**config.mk**
```make
export PLATFORM = sky130hd
export DESIGN_NAME = motor_speed_sequencer
export DESIGN_NICKNAME = d
export VERILOG_FILES = /design/src/rtl/motor_speed_sequencer_pkg.sv /design/src/rtl/motor_speed_sequencer_ramp_tick_gen.sv /design/src/rtl/motor_speed_sequencer.sv
export SDC_FILE = /design/constraint.sdc
export NUM_CORES = 1
export LEC_CHECK = 0
export CAP_MARGIN = 10
export CORE_ASPECT_RATIO = 0.75
export CORE_MARGIN = 3
export CORE_UTILIZATION = 45
export DETAILED_ROUTE_END_ITERATION = 8
export GPL_TIMING_DRIVEN = 0
export SYNTH_ARGS = -nofsm -noshare
export SYNTH_HDL_FRONTEND = slang
export SYNTH_SLANG_ARGS = --single-unit
export TNS_END_PERCENT = 50
```
**constraint.sdc**
```tcl
create_clock -name Clk -period 8.91 [get_ports Clk]
set_input_delay 0.891 -clock Clk [delete_from_list [all_inputs] [get_ports Clk]]
set_output_delay 0.891 -clock Clk [all_outputs]
set_load 0.03 [all_outputs]
```
**src/rtl/motor_speed_sequencer_pkg.sv**
```systemverilog
`default_nettype none
// ============================================================================
//  Module      : motor_pkg
//  Description : Shared widths, limits, state encoding and the rate clamp
//                helper for the motor speed sequencer.
//  Revision    : 1.0 - initial release
// ============================================================================
package motor_pkg;

    localparam int RATE_W   = 7;
    localparam int MAX_RATE = 99;

    // Explicit 3-bit encoding so the state register width is fixed.
    typedef enum logic [2:0] {
        IDLE  = 3'd0,
        RUN   = 3'd1,
        BRAKE = 3'd2,
        DWELL = 3'd3,
        ESTOP = 3'd4
    } state_t;

    // Saturate a requested rate at the configured ceiling.
    function automatic logic [RATE_W-1:0] clamp_rate(
        input logic [RATE_W-1:0] req,
        input logic [RATE_W-1:0] lim
    );
        return (req > lim) ? lim : req;
    endfunction

endpackage
`default_nettype wire

```
**src/rtl/motor_speed_sequencer_ramp_tick_gen.sv**
```systemverilog
`default_nettype none
// ============================================================================
//  Module      : ramp_tick_gen
//  Description : Free-running prescaler producing one tick every RAMP_DIV
//                clocks. A restart zeroes the count and suppresses any tick
//                falling in the same cycle.
//  Revision    : 1.0 - initial release
// ============================================================================
module ramp_tick_gen #(
    parameter int RAMP_DIV = 1000
) (
    input  logic Clk,
    input  logic Rst,
    input  logic i_restart,
    output logic o_tick
);

    localparam int              CNT_W  = $clog2(RAMP_DIV);
    localparam logic [CNT_W-1:0] c_last = CNT_W'(RAMP_DIV - 1);

    logic [CNT_W-1:0] r_cnt;

    // Count 0..RAMP_DIV-1, wrapping on the last value or on restart.
    always_ff @(posedge Clk or negedge Rst) begin
        if (!Rst) begin
            r_cnt <= '0;
        end else if (i_restart || (r_cnt == c_last)) begin
            r_cnt <= '0;
        end else begin
            r_cnt <= r_cnt + CNT_W'(1);
        end
    end

    assign o_tick = (r_cnt == c_last) && !i_restart;

endmodule
`default_nettype wire

```
**src/rtl/motor_speed_sequencer.sv**
```systemverilog
`default_nettype none
// ============================================================================
//  Module      : motor_speed_sequencer
//  Description : Turns decoded remote commands into a soft-ramped PWM duty
//                setting, forcing ramp-to-zero plus a dead time before any
//                direction reversal, with an emergency-stop override.
//  Revision    : 1.0 - initial release
// ============================================================================
module motor_speed_sequencer #(
    parameter int RAMP_DIV  = 1000,
    parameter int DEAD_TIME = 5000,
    parameter int MAX_RATE  = motor_pkg::MAX_RATE
) (
    input  logic                        Clk,
    input  logic                        Rst,
    input  logic                        CmdValid,
    input  logic [motor_pkg::RATE_W-1:0] CmdSpeed,
    input  logic                        CmdDir,
    input  logic                        EStop,
    output logic [motor_pkg::RATE_W-1:0] RateSet,
    output logic                        Dir,
    output logic                        AtSpeed,
    output logic                        Busy
);

    import motor_pkg::*;

    localparam int                 DWELL_W      = $clog2(DEAD_TIME + 1);
    localparam logic [DWELL_W-1:0] c_dwell_last = DWELL_W'(DEAD_TIME - 1);
    localparam logic [RATE_W-1:0]  c_max_rate   = RATE_W'(MAX_RATE);

    state_t              r_state,    w_state_nxt;
    logic [RATE_W-1:0]   r_rate,     w_rate_nxt;
    logic                r_dir,      w_dir_nxt;
    logic [RATE_W-1:0]   r_target,   w_target_nxt;
    logic                r_tgt_dir,  w_tgt_dir_nxt;
    logic [DWELL_W-1:0]  r_dwell,    w_dwell_nxt;
    logic                r_at_speed, w_at_speed_nxt;
    logic                r_busy,     w_busy_nxt;

    logic                w_accept;
    logic                w_tick;
    logic [RATE_W-1:0]   w_cmd_rate;

    // Commands are dropped while stopping or while latched in emergency stop.
    assign w_accept   = CmdValid && !EStop && (r_state != ESTOP);
    assign w_cmd_rate = clamp_rate(CmdSpeed, c_max_rate);

    // Each accepted command re-phases the ramp so its first step is a full period away.
    ramp_tick_gen #(
        .RAMP_DIV (RAMP_DIV)
    ) u_ramp_tick_gen (
        .Clk       (Clk),
        .Rst       (Rst),
        .i_restart (w_accept),
        .o_tick    (w_tick)
    );

    // State, rate and direction registers; status flags track the next values.
    always_ff @(posedge Clk or negedge Rst) begin
        if (!Rst) begin
            r_state    <= IDLE;
            r_rate     <= '0;
            r_dir      <= 1'b0;
            r_target   <= '0;
            r_tgt_dir  <= 1'b0;
            r_dwell    <= '0;
            r_at_speed <= 1'b0;
            r_busy     <= 1'b0;
        end else begin
            r_state    <= w_state_nxt;
            r_rate     <= w_rate_nxt;
            r_dir      <= w_dir_nxt;
            r_target   <= w_target_nxt;
            r_tgt_dir  <= w_tgt_dir_nxt;
            r_dwell    <= w_dwell_nxt;
            r_at_speed <= w_at_speed_nxt;
            r_busy     <= w_busy_nxt;
        end
    end

    // Next-state logic: EStop first, then accepted commands, then ramp ticks.
    always_comb begin
        w_state_nxt   = r_state;
        w_rate_nxt    = r_rate;
        w_dir_nxt     = r_dir;
        w_target_nxt  = r_target;
        w_tgt_dir_nxt = r_tgt_dir;
        w_dwell_nxt   = r_dwell;

        if (w_accept) begin
            w_target_nxt  = w_cmd_rate;
            w_tgt_dir_nxt = CmdDir;
        end

        if (EStop) begin
            w_state_nxt  = ESTOP;
            w_rate_nxt   = '0;
            w_target_nxt = '0;
            w_dwell_nxt  = '0;
        end else begin
            case (r_state)
                IDLE: begin
                    // Motor is stationary, so direction can be taken immediately.
                    if (w_accept && (w_cmd_rate != '0)) begin
                        w_state_nxt = RUN;
                        w_dir_nxt   = CmdDir;
                    end
                end
                RUN: begin
                    if (w_accept) begin
                        if (CmdDir != r_dir) begin
                            w_state_nxt = (r_rate == '0) ? DWELL : BRAKE;
                            w_dwell_nxt = '0;
                        end
                    end else if ((r_rate == '0) && (r_target == '0)) begin
                        w_state_nxt = IDLE;
                    end else if (w_tick) begin
                        if (r_rate < r_target) begin
                            w_rate_nxt = r_rate + RATE_W'(1);
                        end else if (r_rate > r_target) begin
                            w_rate_nxt = r_rate - RATE_W'(1);
                        end
                    end
                end
                BRAKE: begin
                    if (w_accept) begin
                        // Reversal cancelled: keep the current rate and ramp on from it.
                        if (CmdDir == r_dir) begin
                            w_state_nxt = RUN;
                        end
                    end else if (r_rate == '0) begin
                        w_state_nxt = DWELL;
                        w_dwell_nxt = '0;
                    end else if (w_tick) begin
                        w_rate_nxt = r_rate - RATE_W'(1);
                        if (r_rate == RATE_W'(1)) begin
                            w_state_nxt = DWELL;
                            w_dwell_nxt = '0;
                        end
                    end
                end
                DWELL: begin
                    w_rate_nxt = '0;
                    if (r_dwell == c_dwell_last) begin
                        w_dwell_nxt = '0;
                        w_dir_nxt   = w_tgt_dir_nxt;
                        w_state_nxt = (w_target_nxt != '0) ? RUN : IDLE;
                    end else begin
                        w_dwell_nxt = r_dwell + DWELL_W'(1);
                    end
                end
                ESTOP: begin
                    // EStop has dropped: always serve a full dead time before idling.
                    w_state_nxt = DWELL;
                    w_dwell_nxt = '0;
                    w_rate_nxt  = '0;
                end
                default: begin
                    w_state_nxt = IDLE;
                    w_rate_nxt  = '0;
                end
            endcase
        end
    end

    // Status flags evaluated on the values about to be registered.
    always_comb begin
        w_at_speed_nxt = (w_state_nxt == RUN) && (w_rate_nxt == w_target_nxt) &&
                         (w_target_nxt != '0);
        w_busy_nxt     = (w_state_nxt == BRAKE) || (w_state_nxt == DWELL) ||
                         (w_state_nxt == ESTOP) ||
                         ((w_state_nxt == RUN) && (w_rate_nxt != w_target_nxt));
    end

    assign RateSet = r_rate;
    assign Dir     = r_dir;
    assign AtSpeed = r_at_speed;
    assign Busy    = r_busy;

endmodule
`default_nettype wire

```
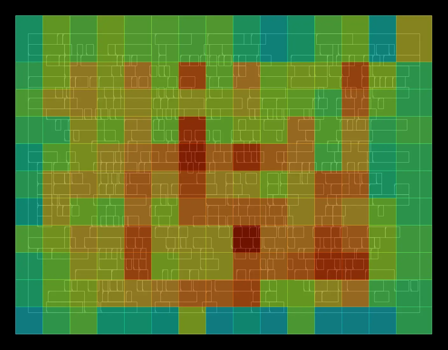
(routing congestion)
gr usage total: 0.2481
met2 usage: 0.3569
average wire per standard cell: 19.31 um
met3 Track Usage GR: 0.03018
met1 Usage GRT: 0.3928

==> GITHUB_STEP_SUMMARY <==
### Yosys + OpenROAD results

| Metric | Value |
|---|---|
| 1st-pass router iterations | `5` |
| Post-CTS Resized | `0` |
| Worst path depth | `9` |
| Clock buffers | `5` |
| R2r endpoint | `Busy` |
| Vias post-DR | `3345` |
| Fin util | `0.5399` |
| Combinational Power Share | `0.308` |
| Crit Path Category | `in2reg` |
| Layout Cells excl Fill | `526` |
| Hold_ws | `0.4886 ns` |
| Area Growth Syn to Fin | `13.18%` |
| Synthesized Nets | `424` |
| Core area | `approximately 7000 um2` |
| Internal Power | `0.3627 mW` |
| Finished Cell Area | `3794 um2` |
| Mean Syn Cell Area | `8.380 um2` |
| FF+latch area | `around 1100 um2` |
| CP endpoint kind | `register` |
| Vias in the first global route | `just over 3000` |
| Worst path arrival time | `3.77 ns` |
| XOR/XNOR Area Share | `0.03658` |
| Placed cell areas | `3690 um2` |
| Main synth FF type | `dfrtp_1` |
| Clk pwr share | `0.273` |
| Ys cells | `400` |
| Largest net degree at the start of global routing | `24` |
| Min Tclk post-route | `between 3 and 4 ns` |
| FILL cells | `693` |
| First-pass GRT wire length | `16660 um` |
| Post-CTS Hold Fix Bufs | `0` |
| Clock buf/inv share | `0.02606` |
| CP Buf/Inv Count | `1` |
| Number of max-cap violations | `0` |
| Worst setup startpoint | `CmdValid` |
| Signal buf overhead | `0.07553` |
| Inverters | `15` |
| CTS sink count | `roughly 44` |
| Worst Path Required | `9.10 ns` |
| Top cells by area | `dfrtp_1 33%, o21ai_0 4.9%, ha_1 4.5%` |
| Part of the power in registers | `0.419` |
| P_seq | `about 0.24 mW` |
| Area leader share | `0.3285` |
| Leak Pwr | `1.584 nW` |
| Routed wl met2 | `4038 um` |
| GR Overflow Total | `0` |
| Top Layout Cells | `44 x dfrtp_1, 38 x nand2_1, 36 x nor2_1` |
| Simple share | `0.2848` |
| Comb area share | `0.5610` |
| Cts bufs inserted | `5` |
| Pwr Density | `148.7 nW/um2` |
| DR top layer | `met4` |
| CP top delay family | `simple AND/OR/NAND/NOR gates` |
| Mi-comb count | `326` |
| Cell Chain, Critical Path | `clkdlybuf4s50_1, nand2b_1, nor2_1, nor3_1, a41oi_1, o31ai_1, mux2i_1, nand4_1, o31a_1` |
| Post-CTS setup buffer count | `0` |
| ANT cells | `0` |
| Seq area share | `0.2902` |
| Max reg flops | `13` |
| DP HPWL | `7720 um` |
| Register-to-register setup slack | `5.35 ns` |
| Layout Skew | `roughly 0.0084 ns` |
| Largest registers | `r_dwell: 13 flops, u_ramp_tick_gen.r_cnt: 10 flops` |
| H-Tree Depth | `2` |
| Area leader, netlist | `dfrtp_1` |
| Power consumption | `between 0.5 and 0.6 mW` |
| Sequential share of the synthesized area | `0.3285` |
| Hold_sp | `r_tgt_dir` |
| Worst-case clock buffer depth | `2` |
| Yosys Chip Area | `3352 um2` |
| # setup viols final | `0` |
| Gpl congestion | `0.9533` |
| Residual DRC | `0` |
| Hold Vio Cnt, Final | `0` |
| YS warnings | `0` |
| Comb. pwr | `between 0.15 and 0.2 mW` |
| CP max stage cell | `o31ai_1` |
| Clk root buf | `clkbuf_8` |
| Cell Area, Synth | `3352 um2` |
| Largest register by flop count | `r_dwell` |
| Commonest cells in the netlist | `44 x dfrtp_1, 38 x nand2_1, 36 x nor2_1` |
| Net Sw Power | `0.2013 mW` |
| Met1 WL | `5276 um` |
| Met3 wire length | `just under 700 um` |
| Pre-CTS WS | `5.019 ns` |
| Outcome | `completed` |
| Multiplexer share | `0.02464` |
| Hold Crit Class | `reg2reg` |
| Worst hold path depth | `2` |
| Die W | `105.7 um` |
| Fmax | `279.1 MHz` |
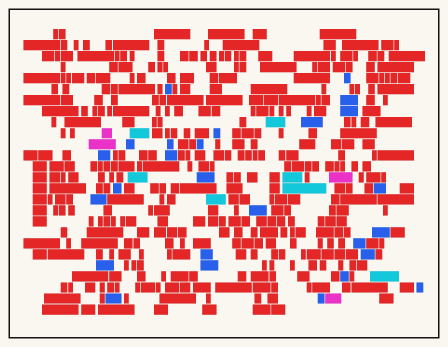
(cells by drive strength)
colour	size	cells
magenta	_3 and _4 cells	4
cyan	_6 and larger	7
blue	_2 cells	26
red	_0 and _1 cells	391

Power and IR drop assume default switching activity.
